File: config.mk
export PLATFORM = sky130hd
export DESIGN_NAME = dma_controller
export DESIGN_NICKNAME = d
export VERILOG_FILES = /design/src/rtl/dma_pkg.sv /design/src/rtl/dma_addr_gen.sv /design/src/rtl/dma_controller.sv
export SDC_FILE = /design/constraint.sdc
export NUM_CORES = 1
export LEC_CHECK = 0
export CAP_MARGIN = 20
export CORE_MARGIN = 3
export CORE_UTILIZATION = 34
export DETAILED_ROUTE_END_ITERATION = 10
export GPL_TIMING_DRIVEN = 0
export HOLD_SLACK_MARGIN = 0.15
export PLACE_DENSITY_LB_ADDON = 0.2
export SLEW_MARGIN = 20
export SYNTH_ARGS = -nofsm -noshare
export SYNTH_HDL_FRONTEND = slang
export SYNTH_SLANG_ARGS = --single-unit
File: constraint.sdc
create_clock -name Clk -period 3.9 [get_ports Clk]
set_input_delay 0.78 -clock Clk [delete_from_list [all_inputs] [get_ports Clk]]
set_output_delay 0.78 -clock Clk [all_outputs]
set_load 0.05 [all_outputs]
File: src/rtl/dma_pkg.sv
// Shared DMA engine parameters and FSM state encoding.
package dma_pkg;
    localparam int WORD_SIZE   = 16;
    localparam int FETCH_SIZE  = 64;
    localparam int BURST_WORDS = FETCH_SIZE / WORD_SIZE;
    localparam int MAX_BURSTS  = 15;
    localparam int MEM_LATENCY = 4;
    localparam int LEN_W       = 4;
    localparam int LC_W        = $clog2(MEM_LATENCY);

    typedef enum logic [2:0] {
        DMA_IDLE = 3'd0,
        DMA_REQ  = 3'd1,
        DMA_XFER = 3'd2,
        DMA_REL  = 3'd3,
        DMA_FIN  = 3'd4
    } dma_state_e;
endpackage

File: src/rtl/dma_addr_gen.sv
// Burst bookkeeping: latched base/length, burst index, latency counter and
// the registered destination address base + BURST_WORDS*i.
module dma_addr_gen
    import dma_pkg::*;
(
    input  logic                 clk_i,
    input  logic                 rst_n_i,
    input  logic                 load_i,
    input  logic                 lc_clr_i,
    input  logic                 lc_inc_i,
    input  logic                 i_inc_i,
    input  logic [WORD_SIZE-1:0] base_i,
    input  logic [LEN_W-1:0]     len_i,
    output logic [LEN_W-1:0]     idx_o,
    output logic                 last_beat_o,
    output logic                 last_burst_o,
    output logic [WORD_SIZE-1:0] addr_o
);
    logic [WORD_SIZE-1:0] base_q, base_d;
    logic [WORD_SIZE-1:0] addr_q, addr_d;
    logic [LEN_W-1:0]     len_q, len_d;
    logic [LEN_W-1:0]     i_q, i_d;
    logic [LC_W-1:0]      lc_q, lc_d;

    always_comb begin
        base_d = base_q;
        len_d  = len_q;
        i_d    = i_q;
        lc_d   = lc_q;
        if (load_i) begin
            base_d = base_i;
            len_d  = len_i;
            i_d    = '0;
            lc_d   = '0;
        end else begin
            if (lc_clr_i) begin
                lc_d = '0;
            end else if (lc_inc_i) begin
                lc_d = lc_q + LC_W'(1);
            end
            if (i_inc_i) begin
                i_d = i_q + LEN_W'(1);
            end
        end
        // Address wraps silently modulo 2^WORD_SIZE.
        addr_d = base_d + WORD_SIZE'(BURST_WORDS * int'(i_d));
    end

    always_ff @(posedge clk_i) begin
        if (!rst_n_i) begin
            base_q <= '0;
            len_q  <= '0;
            i_q    <= '0;
            lc_q   <= '0;
            addr_q <= '0;
        end else begin
            base_q <= base_d;
            len_q  <= len_d;
            i_q    <= i_d;
            lc_q   <= lc_d;
            addr_q <= addr_d;
        end
    end

    assign idx_o        = i_q;
    assign addr_o       = addr_q;
    assign last_beat_o  = (lc_q == LC_W'(MEM_LATENCY - 1));
    assign last_burst_o = (i_q == len_q - LEN_W'(1));
endmodule

File: src/rtl/dma_controller.sv
// Device-to-memory DMA engine on the shared CPU data bus: command handshake,
// BR/BG bus arbitration, burst writes and a completion pulse.
module dma_controller
    import dma_pkg::*;
(
    input  logic                  Clk,
    input  logic                  Reset_N,
    input  logic                  dev_intr,
    output logic                  dma_begin,
    input  logic                  cmd,
    input  logic [WORD_SIZE-1:0]  cmd_addr,
    input  logic [3:0]            cmd_len,
    output logic                  BR,
    input  logic                  BG,
    output logic                  oe,
    output logic                  d_writeM,
    output logic [WORD_SIZE-1:0]  d_address,
    output logic [FETCH_SIZE-1:0] d_data,
    output logic [3:0]            dev_index,
    input  logic [FETCH_SIZE-1:0] dev_data,
    output logic                  dma_end
);
    dma_state_e state_q, state_d;
    logic       stall_q, stall_d;
    logic       br_q, we_q, begin_q, end_q;
    logic       load, lc_clr, lc_inc, i_inc;
    logic       last_beat, last_burst;

    dma_addr_gen u_addr_gen (
        .clk_i        (Clk),
        .rst_n_i      (Reset_N),
        .load_i       (load),
        .lc_clr_i     (lc_clr),
        .lc_inc_i     (lc_inc),
        .i_inc_i      (i_inc),
        .base_i       (cmd_addr),
        .len_i        (cmd_len),
        .idx_o        (dev_index),
        .last_beat_o  (last_beat),
        .last_burst_o (last_burst),
        .addr_o       (d_address)
    );

    always_comb begin
        state_d = state_q;
        stall_d = 1'b0;
        load    = 1'b0;
        lc_clr  = 1'b0;
        lc_inc  = 1'b0;
        i_inc   = 1'b0;
        case (state_q)
            DMA_IDLE: begin
                if (cmd) begin
                    load    = 1'b1;
                    state_d = (cmd_len == 4'd0) ? DMA_FIN : DMA_REQ;
                end
            end
            DMA_REQ: begin
                if (BG) begin
                    state_d = DMA_XFER;
                    lc_clr  = 1'b1;
                end
            end
            DMA_XFER: begin
                // A lost grant freezes i/lc; the interrupted burst reruns from lc=0.
                if (!BG) begin
                    stall_d = 1'b1;
                end else if (stall_q) begin
                    lc_clr = 1'b1;
                end else if (last_beat) begin
                    if (last_burst) begin
                        state_d = DMA_REL;
                    end else begin
                        i_inc  = 1'b1;
                        lc_clr = 1'b1;
                    end
                end else begin
                    lc_inc = 1'b1;
                end
            end
            DMA_REL: begin
                if (!BG) begin
                    state_d = DMA_FIN;
                end
            end
            DMA_FIN:  state_d = DMA_IDLE;
            default:  state_d = DMA_IDLE;
        endcase
    end

    always_ff @(posedge Clk) begin
        if (!Reset_N) begin
            state_q <= DMA_IDLE;
            stall_q <= 1'b0;
            br_q    <= 1'b0;
            we_q    <= 1'b0;
            begin_q <= 1'b0;
            end_q   <= 1'b0;
        end else begin
            state_q <= state_d;
            stall_q <= stall_d;
            br_q    <= (state_d == DMA_REQ) || (state_d == DMA_XFER);
            we_q    <= (state_d == DMA_XFER) && !stall_d;
            begin_q <= (state_d == DMA_IDLE) && dev_intr;
            end_q   <= (state_q == DMA_FIN);
        end
    end

    assign BR        = br_q;
    assign oe        = we_q;
    assign d_writeM  = we_q;
    assign dma_begin = begin_q;
    assign dma_end   = end_q;
    assign d_data    = (state_q == DMA_XFER) ? dev_data : '0;
endmodule

Fig. 1: floorplan with the power grid
The bar under the picture is 20 µm long. Pins as bars on the die edge.
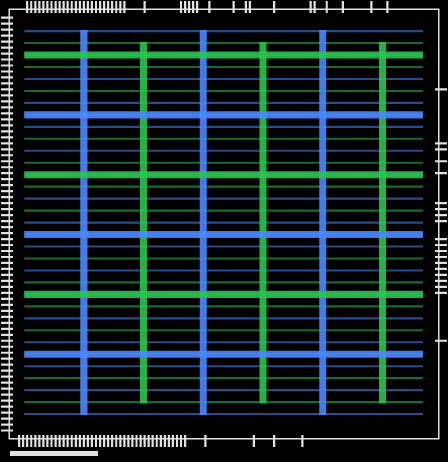
legend:
  VDD:
    colour: green
  VSS:
    colour: blue
met4 straps: 6
rows: 32
met1 rails: 33
die height: 97.3 µm
Peak VDD IR: 0.119 mV
placeable core area: 7890 µm²
Chip Width: 97.3 µm

Fig. 2: cell density map
The bar under the picture is 20 µm long. The die is cut into 10 by 10 equal tiles; black is low, pale yellow is high, 0 to 100% covered.
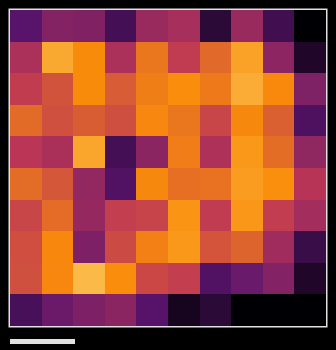
fullest tile: 85%
tiles over 75% full: 13%
emptiest ninth of the die: lower right
nearly empty tiles: 4.0%
mean over tiles: 50%
Finished Core Util: 61.2%
Init Core Util: 35.9%

==> flow_results.xml <==
<?xml version="1.0" encoding="UTF-8"?>
<metrics>
  <group name="cells_and_area">
    <metric name="nonClockInverterCount" unit="">7</metric>
    <metric name="clock_buffer_cells" unit="">8</metric>
    <metric name="comb_area_share" unit="%">36.2</metric>
    <metric name="post-route-cell-area" unit="µm²">4830</metric>
    <metric name="largest_register_ff_count" unit="">16</metric>
  </group>
  <group name="global_route">
    <metric name="first_global_vias" unit="">3091</metric>
  </group>
  <group name="worst_hold_path">
    <metric name="worst_hold_path.num_cells" unit="">2</metric>
    <metric name="hold_path_startpoint" unit="">u_addr_gen.addr_o[0]</metric>
  </group>
  <group name="route">
    <metric name="detailroute.via_count" unit="">2951</metric>
  </group>
  <group name="synthesis">
    <metric name="yosys.area_share.adder" unit="%">3.80</metric>
    <metric name="synth.area.top_cells" unit="">dfxtp_1 34%, and2_1 16%, mux2i_1 4.9%, nand2_1 4.5%, ha_1 3.1%</metric>
    <metric name="post-synth-top-count-cell" unit="">and2_1</metric>
    <metric name="yosys.area.top_type_share" unit="%">33.9</metric>
    <metric name="postSynthRegisterBits" unit="">48</metric>
    <metric name="number_of_flops_mapped_to_enable_cells_by_yosys" unit="">0</metric>
    <metric name="synthArstFlopShare" unit="%">0</metric>
    <metric name="synthAoiAreaFrac" unit="%">11.6</metric>
  </group>
  <group name="final_timing">
    <metric name="layout_worst_path_cycle_share" unit="%">92.7</metric>
    <metric name="finClkSkew" unit="ns">0.00824</metric>
    <metric name="finalCriticalPeriod" unit="ns">3.62</metric>
    <metric name="max_clock_freq" unit="GHz">0.277</metric>
  </group>
  <group name="floorplan">
    <metric name="floorplan.die_area" unit="µm²">9460</metric>
  </group>
  <group name="setup_path">
    <metric name="criticalPathCategory" unit="">input pin to register</metric>
    <metric name="worst_ep_arrival_time" unit="ns">3.81</metric>
    <metric name="r2r.worst_path.cells" unit="">15</metric>
  </group>
  <group name="run_status">
    <metric name="status" unit="">completed</metric>
  </group>
  <group name="clock_network">
    <metric name="cts_root_buffer" unit="">clkbuf_8</metric>
    <metric name="holdBufCountCts" unit="">0</metric>
  </group>
  <group name="power">
    <metric name="cellInternalPower" unit="mW">0.875</metric>
    <metric name="power.net_switching" unit="mW">0.425</metric>
  </group>
  <group name="run">
    <metric name="warnings" unit="">26</metric>
  </group>
  <group name="placement">
    <metric name="final_weighted_congestion_in_routability_driven_placement" unit="">0.844</metric>
  </group>
</metrics>
Fig. 3: congestion heat map
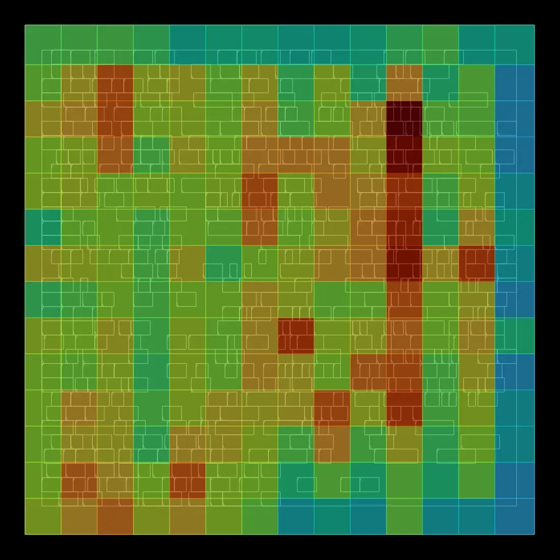
Total GRT Usage: 20.2%
met2 Track Usage GR: 37.7%
met1 demand-to-capacity share in global routing: 20.2%
busiest metal layer after global routing: met2

[power by group through the flow]
stage	Clock (mW)	Sequential, mW	Combinational [mW]
floorplan	0	0.590	0.222
global placement	0	0.544	0.455
detailed placement	0	0.546	0.460
CTS	0.309	0.535	0.467
global route	0.328	0.539	0.494
finish	0.303	0.535	0.462
[critical path, stage by stage]
cell and delay, ns:
clkdlybuf4s50_1 0.55, nor4b_4 0.25, buf_4 0.33, nand2_1 0.10, nand2_1 0.08, ha_1 0.20, inv_1 0.06, fa_1 0.38
nor2b_1 0.19, o21ai_1 0.21, a2111oi_4 0.41, xnor2_1 0.10, and2_1 0.17
[routing by layer]
layer	track usage (%)	vias to the layer above	wire (µm)
met5	0	-	0
met1	20.2	1352	3490
li1	-	1475	-
met3	9.91	9	1150
met4	4.58	0	104
met2	37.7	115	5030
No activity file was given, so power comes from the tool's default toggle rates.
